Run 1, wire density map:
(2 px per µm) 36 x 36 tiles, from black (low) to pale yellow (high), scaled to the fullest tile. Values are wire area over tile area, all layers added.
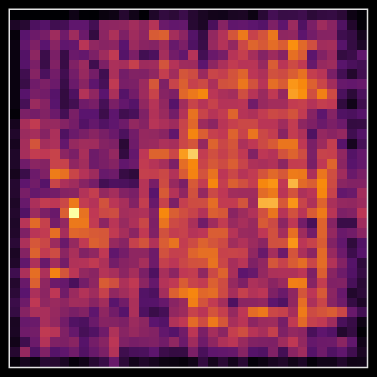
Run 1, met3 routing:
(3 px per µm)
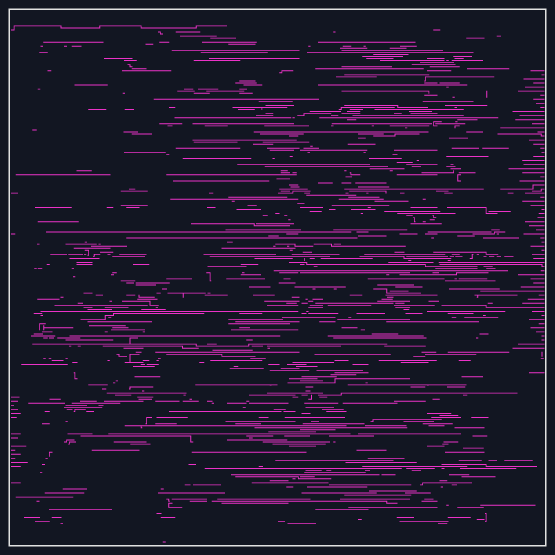
Run 1, sequential cells colored by netlist name:
(2 px per µm) Other sequential cells in the stronger gray, the rest of the logic in the fainter gray.
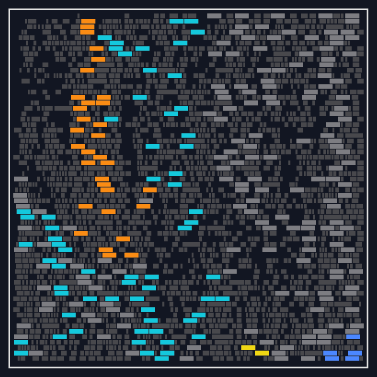
$ cat config.mk
export PLATFORM = sky130hd
export DESIGN_NAME = mips_cpu_muldiv_unit_flat
export DESIGN_NICKNAME = d
export VERILOG_FILES = /design/src/rtl/mips_cpu_pkg.sv /design/src/rtl/mips_cpu_muldiv_unit_if.sv /design/src/rtl/mips_cpu_divider_iter.sv /design/src/rtl/mips_cpu_muldiv_unit.sv /design/src/flat_wrapper.sv
export SDC_FILE = /design/constraint.sdc
export NUM_CORES = 1
export LEC_CHECK = 0
export ABC_CLOCK_PERIOD_IN_PS = 3900
export CORE_UTILIZATION = 60
export CTS_CLUSTER_SIZE = 25
export DETAILED_ROUTE_END_ITERATION = 7
export PLACE_DENSITY_LB_ADDON = 0.08
export SYNTH_ARGS = -nofsm -noshare
export SYNTH_HDL_FRONTEND = slang
export SYNTH_SLANG_ARGS = --single-unit
$ cat constraint.sdc
create_clock -name clk -period 3.9 [get_ports clk]
set_input_delay 0.975 -clock clk [delete_from_list [all_inputs] [get_ports clk]]
set_output_delay 0.975 -clock clk [all_outputs]
set_load 0.02 [all_outputs]
$ cat src/rtl/mips_cpu_pkg.sv
// Shared MIPS CPU package: multiply/divide unit enums plus the opcode,
// function and ALU-control encodings used by the CPU tops.
package mips_cpu_pkg;

  // HI/LO unit operation, encoded as the low two bits of funct 0x18..0x1B.
  typedef enum logic [1:0] {
    MULDIV_MULT  = 2'd0,
    MULDIV_MULTU = 2'd1,
    MULDIV_DIV   = 2'd2,
    MULDIV_DIVU  = 2'd3
  } muldiv_op_t;

  // Multiply/divide sequencer states.
  typedef enum logic [1:0] {
    MD_IDLE = 2'd0,
    MD_RUN  = 2'd1,
    MD_FIX  = 2'd2
  } muldiv_state_t;

  // Primary opcode field (instr[31:26]).
  typedef enum logic [5:0] {
    OP_SPECIAL = 6'h00, OP_REGIMM = 6'h01, OP_J     = 6'h02, OP_JAL   = 6'h03,
    OP_BEQ     = 6'h04, OP_BNE    = 6'h05, OP_BLEZ  = 6'h06, OP_BGTZ  = 6'h07,
    OP_ADDIU   = 6'h09, OP_SLTI   = 6'h0A, OP_SLTIU = 6'h0B, OP_ANDI  = 6'h0C,
    OP_ORI     = 6'h0D, OP_XORI   = 6'h0E, OP_LUI   = 6'h0F, OP_LB    = 6'h20,
    OP_LH      = 6'h21, OP_LWL    = 6'h22, OP_LW    = 6'h23, OP_LBU   = 6'h24,
    OP_LHU     = 6'h25, OP_LWR    = 6'h26, OP_SB    = 6'h28, OP_SH    = 6'h29,
    OP_SW      = 6'h2B
  } opcode_t;

  // SPECIAL function field (instr[5:0]).
  typedef enum logic [5:0] {
    FN_SLL   = 6'h00, FN_SRL   = 6'h02, FN_SRA   = 6'h03, FN_SLLV  = 6'h04,
    FN_SRLV  = 6'h06, FN_SRAV  = 6'h07, FN_JR    = 6'h08, FN_JALR  = 6'h09,
    FN_MFHI  = 6'h10, FN_MTHI  = 6'h11, FN_MFLO  = 6'h12, FN_MTLO  = 6'h13,
    FN_MULT  = 6'h18, FN_MULTU = 6'h19, FN_DIV   = 6'h1A, FN_DIVU  = 6'h1B,
    FN_ADDU  = 6'h21, FN_SUBU  = 6'h23, FN_AND   = 6'h24, FN_OR    = 6'h25,
    FN_XOR   = 6'h26, FN_NOR   = 6'h27, FN_SLT   = 6'h2A, FN_SLTU  = 6'h2B
  } funct_t;

  // ALU control produced by the decoder.
  typedef enum logic [3:0] {
    ALU_ADD = 4'd0, ALU_SUB = 4'd1, ALU_AND  = 4'd2, ALU_OR  = 4'd3,
    ALU_XOR = 4'd4, ALU_NOR = 4'd5, ALU_SLT  = 4'd6, ALU_SLTU = 4'd7,
    ALU_SLL = 4'd8, ALU_SRL = 4'd9, ALU_SRA  = 4'd10, ALU_LUI = 4'd11
  } alu_ctrl_t;

  function automatic logic muldiv_is_signed(muldiv_op_t op);
    return (op == MULDIV_MULT) || (op == MULDIV_DIV);
  endfunction

  function automatic logic muldiv_is_div(muldiv_op_t op);
    return (op == MULDIV_DIV) || (op == MULDIV_DIVU);
  endfunction

endpackage

$ cat src/rtl/mips_cpu_muldiv_unit_if.sv
// Request/response bundle between the CPU core (master) and the HI/LO
// multiply/divide unit (slave).
//
// Handshake: start and mt_write are requests that the unit takes on any
// clock edge where clk_enable is high and busy is low; busy doubles as the
// inverted ready. Requests presented while busy is high are dropped without
// side effects, so the core must hold off (stall) until busy falls. When
// both are raised together start is taken and mt_write is dropped. done is
// a one-cycle pulse telling the core that hi/lo carry a fresh result.
interface mips_cpu_muldiv_unit_if #(parameter int WIDTH = 32);
  logic             start;
  logic [1:0]       op;
  logic [WIDTH-1:0] a;
  logic [WIDTH-1:0] b;
  logic             mt_write;
  logic             mt_sel;
  logic             busy;
  logic             done;
  logic [WIDTH-1:0] hi;
  logic [WIDTH-1:0] lo;

  modport master (output start, op, a, b, mt_write, mt_sel,
                  input  busy, done, hi, lo);
  modport slave  (input  start, op, a, b, mt_write, mt_sel,
                  output busy, done, hi, lo);
endinterface

$ cat src/rtl/mips_cpu_divider_iter.sv
// Unsigned restoring divider datapath: one shift/subtract/compare per step.
// After WIDTH steps quotient holds dividend/divisor and remainder holds
// dividend%divisor. A zero divisor yields all-ones quotient bits (masked by
// the caller) and a remainder equal to the dividend.
module mips_cpu_divider_iter #(
  parameter int WIDTH = 32
) (
  input  logic             clk,
  input  logic             reset,
  input  logic             load,
  input  logic             step,
  input  logic [WIDTH-1:0] dividend,
  input  logic [WIDTH-1:0] divisor,
  output logic [WIDTH-1:0] quotient,
  output logic [WIDTH-1:0] remainder
);

  logic [WIDTH-1:0] rem_q;
  logic [WIDTH-1:0] quo_q;
  logic [WIDTH:0]   shifted;
  logic [WIDTH:0]   diff;

  // Partial remainder shifted left by one dividend bit, then trial-subtracted.
  assign shifted = {rem_q, quo_q[WIDTH-1]};
  assign diff    = shifted - {1'b0, divisor};

  // Load operands, or keep/restore the trial difference one bit at a time.
  always_ff @(posedge clk) begin
    if (reset) begin
      rem_q <= '0;
      quo_q <= '0;
    end else if (load) begin
      rem_q <= '0;
      quo_q <= dividend;
    end else if (step) begin
      if (!diff[WIDTH]) begin
        rem_q <= diff[WIDTH-1:0];
        quo_q <= {quo_q[WIDTH-2:0], 1'b1};
      end else begin
        rem_q <= shifted[WIDTH-1:0];
        quo_q <= {quo_q[WIDTH-2:0], 1'b0};
      end
    end
  end

  assign quotient  = quo_q;
  assign remainder = rem_q;

endmodule

$ cat src/rtl/mips_cpu_muldiv_unit.sv
// Multi-cycle HI/LO multiply/divide unit. Owns HI and LO, runs MULT/MULTU
// on an iterative shift-add multiplier and DIV/DIVU on a restoring divider,
// applies sign correction in a final FIX cycle, and handles MTHI/MTLO.
// Optional feature macro: MULDIV_FAST_MULT_EN -- multiplies use a single
// combinational product captured in FIX (IDLE->FIX, one busy cycle).
module mips_cpu_muldiv_unit
  import mips_cpu_pkg::*;
#(
  parameter int WIDTH = 32
) (
  input  logic                   clk,
  input  logic                   reset,
  input  logic                   clk_enable,
  mips_cpu_muldiv_unit_if.slave  bus,
  output muldiv_state_t          fsm_state
);

  localparam int CW = $clog2(WIDTH);

  muldiv_state_t    state;
  logic [CW-1:0]    count;
  muldiv_op_t       op_q;
  logic [WIDTH-1:0] a_mag;
  logic [WIDTH-1:0] b_mag;
  logic             a_neg;
  logic             b_neg;
  logic [WIDTH-1:0] hi_q;
  logic [WIDTH-1:0] lo_q;
  logic             busy_q;
  logic             done_q;

  muldiv_op_t       req_op;
  logic             req_signed;
  logic             req_a_neg;
  logic             req_b_neg;
  logic [WIDTH-1:0] req_a_mag;
  logic [WIDTH-1:0] req_b_mag;
  logic             accept;
  logic             op_div;
  logic             sign_diff;

  logic [WIDTH-1:0]   q_mag;
  logic [WIDTH-1:0]   r_mag;
  logic [2*WIDTH-1:0] prod_mag;
  logic [2*WIDTH-1:0] prod_res;
  logic [WIDTH-1:0]   quo_res;
  logic [WIDTH-1:0]   rem_res;

  // Request decode: signed ops work on magnitudes and remember the signs.
  assign req_op     = muldiv_op_t'(bus.op);
  assign req_signed = muldiv_is_signed(req_op);
  assign req_a_neg  = req_signed & bus.a[WIDTH-1];
  assign req_b_neg  = req_signed & bus.b[WIDTH-1];
  assign req_a_mag  = req_a_neg ? -bus.a : bus.a;
  assign req_b_mag  = req_b_neg ? -bus.b : bus.b;
  assign accept     = clk_enable & (state == MD_IDLE) & bus.start;
  assign op_div     = muldiv_is_div(op_q);
  assign sign_diff  = a_neg ^ b_neg;

  mips_cpu_divider_iter #(.WIDTH(WIDTH)) u_div (
    .clk       (clk),
    .reset     (reset),
    .load      (accept),
    .step      (clk_enable & (state == MD_RUN) & op_div),
    .dividend  (req_a_mag),
    .divisor   (b_mag),
    .quotient  (q_mag),
    .remainder (r_mag)
  );

`ifdef MULDIV_FAST_MULT_EN
  assign prod_mag = {{WIDTH{1'b0}}, a_mag} * {{WIDTH{1'b0}}, b_mag};
`else
  // Accumulator {partial product, remaining multiplier bits}; the adder keeps
  // its carry so the right shift brings it into the upper half.
  logic [2*WIDTH-1:0] acc;
  logic [WIDTH:0]     acc_sum;
  assign acc_sum  = {1'b0, acc[2*WIDTH-1:WIDTH]} + (acc[0] ? {1'b0, a_mag} : '0);
  assign prod_mag = acc;
`endif

  // Sign fix-up; the remainder follows the dividend, which also makes a
  // divide by zero return the original dividend in HI.
  assign prod_res = sign_diff ? -prod_mag : prod_mag;
  assign quo_res  = (b_mag == '0) ? '1 : (sign_diff ? -q_mag : q_mag);
  assign rem_res  = a_neg ? -r_mag : r_mag;

  // Sequencer: IDLE accepts requests, RUN iterates, FIX commits HI/LO.
  always_ff @(posedge clk) begin
    if (reset) begin
      state  <= MD_IDLE;
      count  <= '0;
      op_q   <= MULDIV_MULT;
      a_mag  <= '0;
      b_mag  <= '0;
      a_neg  <= 1'b0;
      b_neg  <= 1'b0;
      hi_q   <= '0;
      lo_q   <= '0;
      busy_q <= 1'b0;
      done_q <= 1'b0;
`ifndef MULDIV_FAST_MULT_EN
      acc    <= '0;
`endif
    end else if (clk_enable) begin
      done_q <= 1'b0;
      case (state)
        MD_IDLE: begin
          if (bus.start) begin
            op_q   <= req_op;
            a_mag  <= req_a_mag;
            b_mag  <= req_b_mag;
            a_neg  <= req_a_neg;
            b_neg  <= req_b_neg;
            count  <= CW'(WIDTH - 1);
            busy_q <= 1'b1;
`ifdef MULDIV_FAST_MULT_EN
            state  <= muldiv_is_div(req_op) ? MD_RUN : MD_FIX;
`else
            acc    <= {{WIDTH{1'b0}}, req_b_mag};
            state  <= MD_RUN;
`endif
          end else if (bus.mt_write) begin
            if (bus.mt_sel) hi_q <= bus.a;
            else            lo_q <= bus.a;
          end
        end
        MD_RUN: begin
`ifndef MULDIV_FAST_MULT_EN
          if (!op_div) acc <= {acc_sum, acc[WIDTH-1:1]};
`endif
          if (count == '0) state <= MD_FIX;
          else             count <= count - CW'(1);
        end
        MD_FIX: begin
          if (op_div) begin
            hi_q <= rem_res;
            lo_q <= quo_res;
          end else begin
            {hi_q, lo_q} <= prod_res;
          end
          busy_q <= 1'b0;
          done_q <= 1'b1;
          state  <= MD_IDLE;
        end
        default: state <= MD_IDLE;
      endcase
    end
  end

  assign bus.busy  = busy_q;
  assign bus.done  = done_q;
  assign bus.hi    = hi_q;
  assign bus.lo    = lo_q;
  assign fsm_state = state;

endmodule

$ cat src/flat_wrapper.sv
// flat-port wrapper written by rule: the top's interface ports become plain ports
module mips_cpu_muldiv_unit_flat import mips_cpu_pkg::*;
#(
  parameter int WIDTH = 32
)
  (clk, reset, clk_enable, fsm_state, bus_start, bus_op, bus_a, bus_b, bus_mt_write, bus_mt_sel, bus_busy, bus_done, bus_hi, bus_lo);
  mips_cpu_muldiv_unit_if #(.WIDTH(WIDTH)) bus_i ();
  input  logic clk;
  input  logic reset;
  input  logic clk_enable;
  output muldiv_state_t fsm_state;
  input wire logic [$bits(bus_i.start)-1:0] bus_start;
  input wire logic [$bits(bus_i.op)-1:0] bus_op;
  input wire logic [$bits(bus_i.a)-1:0] bus_a;
  input wire logic [$bits(bus_i.b)-1:0] bus_b;
  input wire logic [$bits(bus_i.mt_write)-1:0] bus_mt_write;
  input wire logic [$bits(bus_i.mt_sel)-1:0] bus_mt_sel;
  output wire logic [$bits(bus_i.busy)-1:0] bus_busy;
  output wire logic [$bits(bus_i.done)-1:0] bus_done;
  output wire logic [$bits(bus_i.hi)-1:0] bus_hi;
  output wire logic [$bits(bus_i.lo)-1:0] bus_lo;
  assign bus_i.start = bus_start;
  assign bus_i.op = bus_op;
  assign bus_i.a = bus_a;
  assign bus_i.b = bus_b;
  assign bus_i.mt_write = bus_mt_write;
  assign bus_i.mt_sel = bus_mt_sel;
  assign bus_busy = bus_i.busy;
  assign bus_done = bus_i.done;
  assign bus_hi = bus_i.hi;
  assign bus_lo = bus_i.lo;
  mips_cpu_muldiv_unit #(.WIDTH(WIDTH)) u_core (.clk(clk), .reset(reset), .clk_enable(clk_enable), .bus(bus_i), .fsm_state(fsm_state));
endmodule
==> impl_metrics.py, run 1 <==
# Flow results
metrics = {
    "worst_setup_path": {
        "cp-end-kind": "register",
    },
    "global_routing": {
        "first_global_vias": 18300,
        "grt_max_degree": 93,
    },
    "power": {
        "p_comb_frac": 0.245,
        "powerDensity_nw_per_um2": 358,
        "finalPower_mw": 7.74,
        "switching_share": 0.331,
        "clock_power_share": 0.354,
    },
    "layout": {
        "largest_reg_flops": 64,
        "nets": 2703,
    },
    "timing": {
        "setup_ws_ps": 225,
        "tightestPinTransition_ps": 1170,
        "setup_viol": 0,
        "fin_setup_tns_ps": 0,
        "holdWs_ps": 460,
    },
    "die": {
        "core_util_floorplan": 0.610,
        "chip_area_um2": 31800,
    },
    "yosys": {
        "yosys.area.top_type": "dfxtp_1",
        "syn_nets": 2610,
        "ys_cells": 2465,
        "async_reset_ff_frac": 0,
        "synthDistinctLibCells": 80,
        "yosys.area.top_type_share": 0.288,
        "yosysChipArea_um2": 18700,
        "netlist_instances": 2465,
    },
    "cts": {
        "cts_tree": "done",
        "clock_latency_ps": 580,
    },
    "flow_run": {
        "tool_warnings": 27,
        "drv_cap": 0,
    },
    "run_status": {
        "outcome": "complete, no violations",
    },
    "place": {
        "pre_cts_ws_ps": 70.5,
        "hpwl_mm": 53.6,
    },
    "routing": {
        "drt_iter0_markers": 2681,
    },
}
Notes on 'wire density map' above:
tiles over half the peak: 28%
mean over tiles: 0.39
nearly empty tiles: 1.5%
fullest tile: 1.0
emptiest ninth of the die: north-west
vias after detailed routing: 20.1k
mean routed wirelength per cell: 23.9 µm
GRT Overall Usage: 0.438
Post-Route WL: 71.2 mm

Notes on 'met3 routing' above:
wire length on this layer: 8,030 µm
nets with wire on the layer: 509
main direction: horizontal
M3 GR Usage: 0.0895

Notes on 'sequential cells colored by netlist name' above:
| color | netlist name | placed flops |
|---|---|---|
| orange | u_core.u_div.remainder | 32 |
| yellow | u_core.fsm_state | 2 |
| blue | u_core.count | 5 |
| cyan | u_core.acc | 64 |
Flop+latch power: 3.10 mW
Seq. cell area: 5370 µm²

==> run 1: power by group through the flow <==
stage	registers, mW	logic (mW)	clock network, mW
6_report	3.10	1.90	2.74
2_1_floorplan	3.09	1.19	0
4_1_cts	3.09	1.84	2.73
3_5_place_dp	3.15	1.83	0
5_1_grt	3.11	2.02	2.85
3_3_place_gp	3.14	1.79	0
==> run 1: critical path, stage by stage (launching register included) <==
cell,delay [ps]
dfxtp_1,650
and2_1,210
ha_1,190
inv_1,60
fa_1,380
nor2b_1,210
o31a_1,200
o221ai_1,250
a21oi_1,390
a31oi_1,260
o21ai_0,320
nand2_1,130
mux2i_1,170
o21ai_0,90
==> run 1: layer usage <==
| metal | up-vias | GRT usage | wire, µm |
|---|---|---|---|
| met5 | - | 0 | 21 |
| met4 | 2 | 0.244 | 4350 |
| met3 | 268 | 0.0895 | 8030 |
| met2 | 1356 | 0.682 | 31000 |
| met1 | 9375 | 0.565 | 27800 |
| li1 | 9115 | - | - |
==> run 1: cell usage in the layout (no fill, tap or decap), types with 63 or more instances in the layout <==
cell,netlist,layout
o21ai_0,133,132
nor3_1,64,64
ha_1,71,71
buf_4,1,87
inv_1,67,67
xnor2_1,128,127
nor2_1,274,272
dfxtp_1,268,267
nand2_1,212,210
clkdlybuf4s50_1,0,138
xor2_1,96,94
a211oi_1,63,63
a21oi_1,246,246
==> run 1: stage by stage <==
| step | std cells | utilization | cell area, µm² |
|---|---|---|---|
| 2_1_floorplan | 2465 | - | 18700 |
| 3_3_place_gp | 2923 | 0.677 | 20700 |
| 3_5_place_dp | 2923 | 0.677 | 20700 |
| 4_1_cts | 2971 | 0.707 | 21600 |
| 5_1_grt | 2972 | 0.707 | 21600 |
| 6_report | 2974 | 0.707 | 21600 |
==> run 1: final timing paths <==
| check | startpoint | to | slack, ps | cells past startpoint |
|---|---|---|---|---|
| setup / recovery | u_core.acc[0]$_SDFFE_PP0P_ | u_core.acc[61]$_SDFFE_PP0P_ | 230 | 13 |
| hold / removal | u_core.bus.busy$_SDFFE_PP0P_ | u_core.bus.busy$_SDFFE_PP0P_ | 460 | 2 |
| setup reg to reg | u_core.acc[0]$_SDFFE_PP0P_ | u_core.acc[61]$_SDFFE_PP0P_ | 230 | 13 |
| hold reg to reg | u_core.bus.busy$_SDFFE_PP0P_ | u_core.bus.busy$_SDFFE_PP0P_ | 460 | 2 |
==> run 1: logic make-up after synthesis <==
| family | count (synthesis) | share of synthesized area |
|---|---|---|
| compound gates | 771 | 0.265 |
| xor+xnor | 224 | 0.105 |
| fa+ha+maj | 73 | 0.0498 |
| buf+inv | 235 | 0.0488 |
| flops | 268 | 0.288 |
| mux | 52 | 0.0279 |
| simple gates | 842 | 0.216 |
==> run 1: final cells by class <==
class                      instances  area, µm²
multi-input combinational       1962      12500
fill                            2507       8960
sequential                       268       5370
timing repair buffer             230       2130
clock buffer                      40        807
tap                              396        495
inverter                          67        251
clock inverter                     8        101
antenna                            3       7.51
Run 1, cells by drive strength:
(3 px per µm)
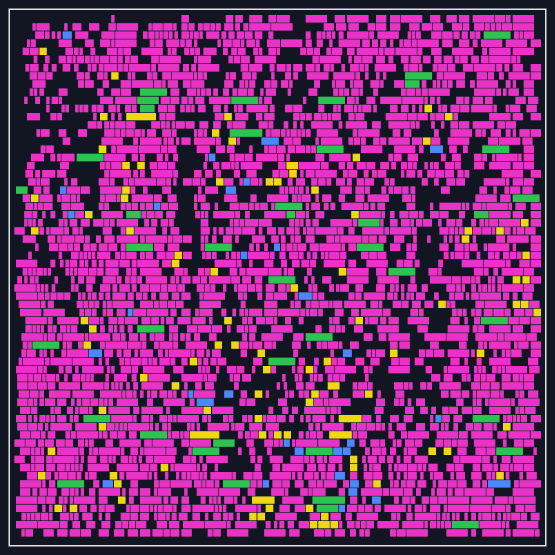

--- run 2 (diff from run 1) ---
--- a/config.mk
+++ b/config.mk
@@ -6,9 +6,10 @@
 export NUM_CORES = 1
 export LEC_CHECK = 0
 export ABC_CLOCK_PERIOD_IN_PS = 3900
-export CORE_UTILIZATION = 60
+export CORE_UTILIZATION = 65
 export CTS_CLUSTER_SIZE = 25
 export DETAILED_ROUTE_END_ITERATION = 7
+export DONT_BUFFER_PORTS = 1
 export PLACE_DENSITY_LB_ADDON = 0.08
 export SYNTH_ARGS = -nofsm -noshare
 export SYNTH_HDL_FRONTEND = slang
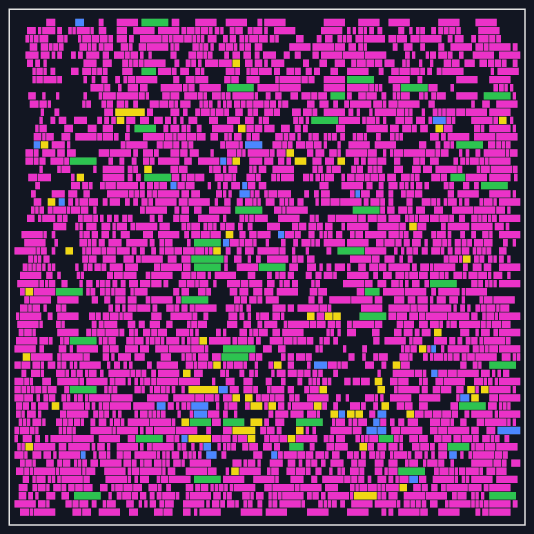
Run 2: cells by drive strength
(3 px per µm)
| color | size | cells | share |
|---|---|---|---|
| green | x6 and larger | 43 | 1.8% |
| blue | x2 | 33 | 1.4% |
| magenta | x1 and smaller | 2,269 | 94% |
| yellow | x3 and x4 | 61 | 2.5% |

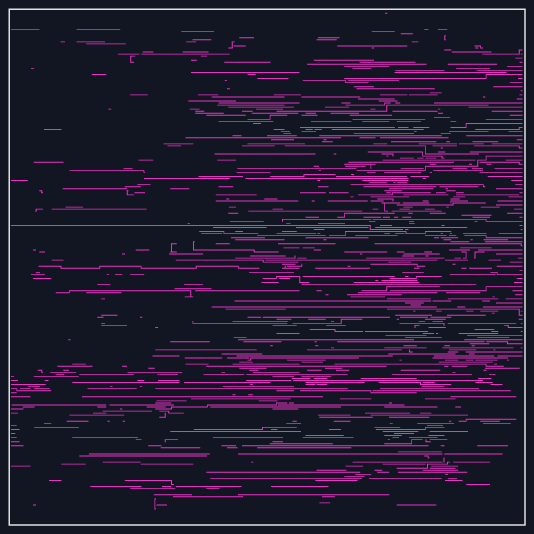
Run 2: met3 routing
(3 px per µm)
longest straight run: 120 µm
wire length on this layer: 8,640 µm
share of all routed wire: 13%
vias after detailed routing: 19.2k
M3 GR Usage: 0.126

==> run 2 against run 1 <==
Against the previous run: register-to-register slack improved by 120 ps; critical path depth increased by 1; setup slack improved by 120 ps; critical path type unchanged; largest power group unchanged; largest cell class unchanged.
==> impl_metrics.py, run 2 <==
# Flow results
metrics = {
    "layout": {
        "most-common-layout-cells": "nor2_1, dfxtp_1, a21oi_1, nand2_1, o21ai_0",
        "area_growth_pct": 7.23,
        "nets": 2528,
        "stdcell_count": 2785,
    },
    "worst_setup_path": {
        "r2r-end": "u_core.u_div.remainder[3]$_SDFFE_PP0P_",
        "cp-end-kind": "register",
        "r2r-start": "u_core.u_div.quotient[31]$_SDFFE_PP0P_",
        "regToRegSetupSlack_ps": 340,
    },
    "timing": {
        "fin_setup_tns_ps": 0,
        "setup_viol": 0,
        "tightestPinTransition_ps": 1050,
    },
    "global_routing": {
        "overflow": 0,
        "first_global_vias": 17200,
        "grt_use_total": 0.449,
    },
    "yosys": {
        "syn_nets": 2610,
        "synthDistinctLibCells": 80,
        "synthAdderAreaFrac": 0.0498,
        "synth_compound_gate_area_share": 0.265,
        "yosysChipArea_um2": 18700,
        "async_reset_ff_frac": 0,
        "yosys.area.top_type": "dfxtp_1",
        "ys_seq_frac": 0.288,
        "simple_gate_share": 0.216,
        "netlist_instances": 2465,
        "yosys.area.top_type_share": 0.288,
        "ys_cells": 2465,
    },
    "worst_hold_path": {
        "hold_start": "u_core.a_mag[31]$_SDFFE_PP0P_",
        "hold_depth": 1,
        "hold_end": "u_core.a_mag[31]$_SDFFE_PP0P_",
    },
    "die": {
        "chip_area_um2": 29400,
        "core_util_floorplan": 0.666,
        "io_pins": 140,
    },
    "flow_run": {
        "tool_warnings": 30,
        "drv_cap": 0,
    },
    "routing": {
        "finalWirelength_mm": 67.4,
        "wl_per_cell_um": 24.2,
        "drt_iter0_markers": 2834,
    },
    "place": {
        "hpwl_mm": 50.3,
        "dp.cells": 2729,
    },
    "power": {
        "ir_drop_mv": 0.333,
        "powerDensity_nw_per_um2": 383,
    },
    "run_status": {
        "outcome": "complete, no violations",
    },
    "cts": {
        "cts_tree": "done",
    },
}
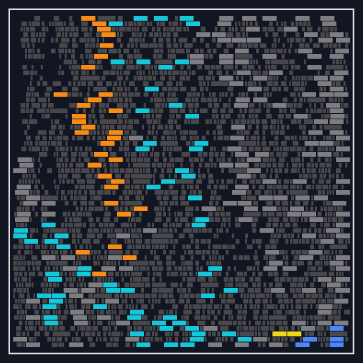
Run 2: sequential cells colored by netlist name
(2 px per µm) Other sequential cells in the stronger gray, the rest of the logic in the fainter gray.
| color | netlist name | placed flops |
|---|---|---|
| yellow | u_core.fsm_state | 2 |
| cyan | u_core.acc | 64 |
| blue | u_core.count | 5 |
| orange | u_core.u_div.remainder | 32 |
not colored: 165
final core occ: 0.714
Flop+latch power: 3.16 mW
sequential share of cell area: 0.268

[run 2: cell families (layout without fill, tap and decap cells)]
| group | count (synthesis) | after routing |
|---|---|---|
| flops | 268 | 268 |
| mux | 52 | 52 |
| fa+ha+maj | 73 | 73 |
| buf+inv | 235 | 176 |
| xor+xnor | 224 | 224 |
| other cells | 0 | 1 |
| simple gates | 842 | 842 |
| compound gates | 771 | 771 |
[run 2: critical path, stage by stage (launching register included)]
cell	delay [ps]
dfxtp_1	350
inv_1	90
ha_1	240
fa_1	410
nand2b_1	180
a21o_1	190
a32o_1	270
o21ai_1	240
a31oi_1	190
o21ai_1	160
buf_4	180
xor2_4	320
buf_12	240
mux2i_1	260
a21oi_1	100
[run 2: metal layers]
| metal | wire (µm) | vias to the layer above | track usage |
|---|---|---|---|
| met5 | 13 | - | 0 |
| met4 | 3940 | 2 | 0.217 |
| met3 | 8630 | 259 | 0.126 |
| met2 | 28800 | 1272 | 0.698 |
| met1 | 26000 | 8891 | 0.571 |
| li1 | - | 8767 | - |
[run 2: layout make-up]
| type | count | area [µm²] |
|---|---|---|
| diodes | 1 | 2.50 |
| clock buffers | 46 | 892 |
| clock inverters | 9 | 103 |
| fillers | 2349 | 8000 |
| inverters | 67 | 251 |
| multi-input cells | 1962 | 12500 |
| flip-flops and latches | 268 | 5370 |
| well taps | 378 | 473 |
| repair buffers | 54 | 455 |
[run 2: worst max path at each step]
stage                                            from                                endpoint  slack (ps)  cells past startpoint
3_5_place_dp   u_core.u_div.quotient[31]$_SDFFE_PP0P_  u_core.u_div.remainder[3]$_SDFFE_PP0P_         390                     14
4_1_cts        u_core.u_div.quotient[31]$_SDFFE_PP0P_  u_core.u_div.remainder[3]$_SDFFE_PP0P_         380                     14
5_1_grt        u_core.u_div.quotient[31]$_SDFFE_PP0P_  u_core.u_div.remainder[3]$_SDFFE_PP0P_          60                     14
2_1_floorplan                                bus_a[6]  u_core.u_div.quotient[29]$_SDFFE_PP0P_         680                      9
3_3_place_gp               u_core.acc[2]$_SDFFE_PP0P_          u_core.bus.hi[21]$_SDFFE_PP0P_         530                      9
6_report       u_core.u_div.quotient[31]$_SDFFE_PP0P_  u_core.u_div.remainder[3]$_SDFFE_PP0P_         340                     14
[run 2: per-stage QoR]
stage	hold WS, ps	setup WS, ps	total power, mW	area (µm²)
3_3_place_gp	447	527	4.73	19000
6_report	456	341	7.67	20000
4_1_cts	460	376	7.59	20000
5_1_grt	470	61.9	7.91	20000
3_5_place_dp	445	387	4.76	19000
2_1_floorplan	418	680	4.28	18700
[run 2: power breakdown]
group	switching, mW	internal (mW)	leakage (nW)	total [mW]
combinational	1.02	0.606	5.32	1.63
sequential	0.261	2.89	2.19	3.16
clock	1.19	1.70	0.480	2.89
Power is estimated from default activity; no workload was simulated.
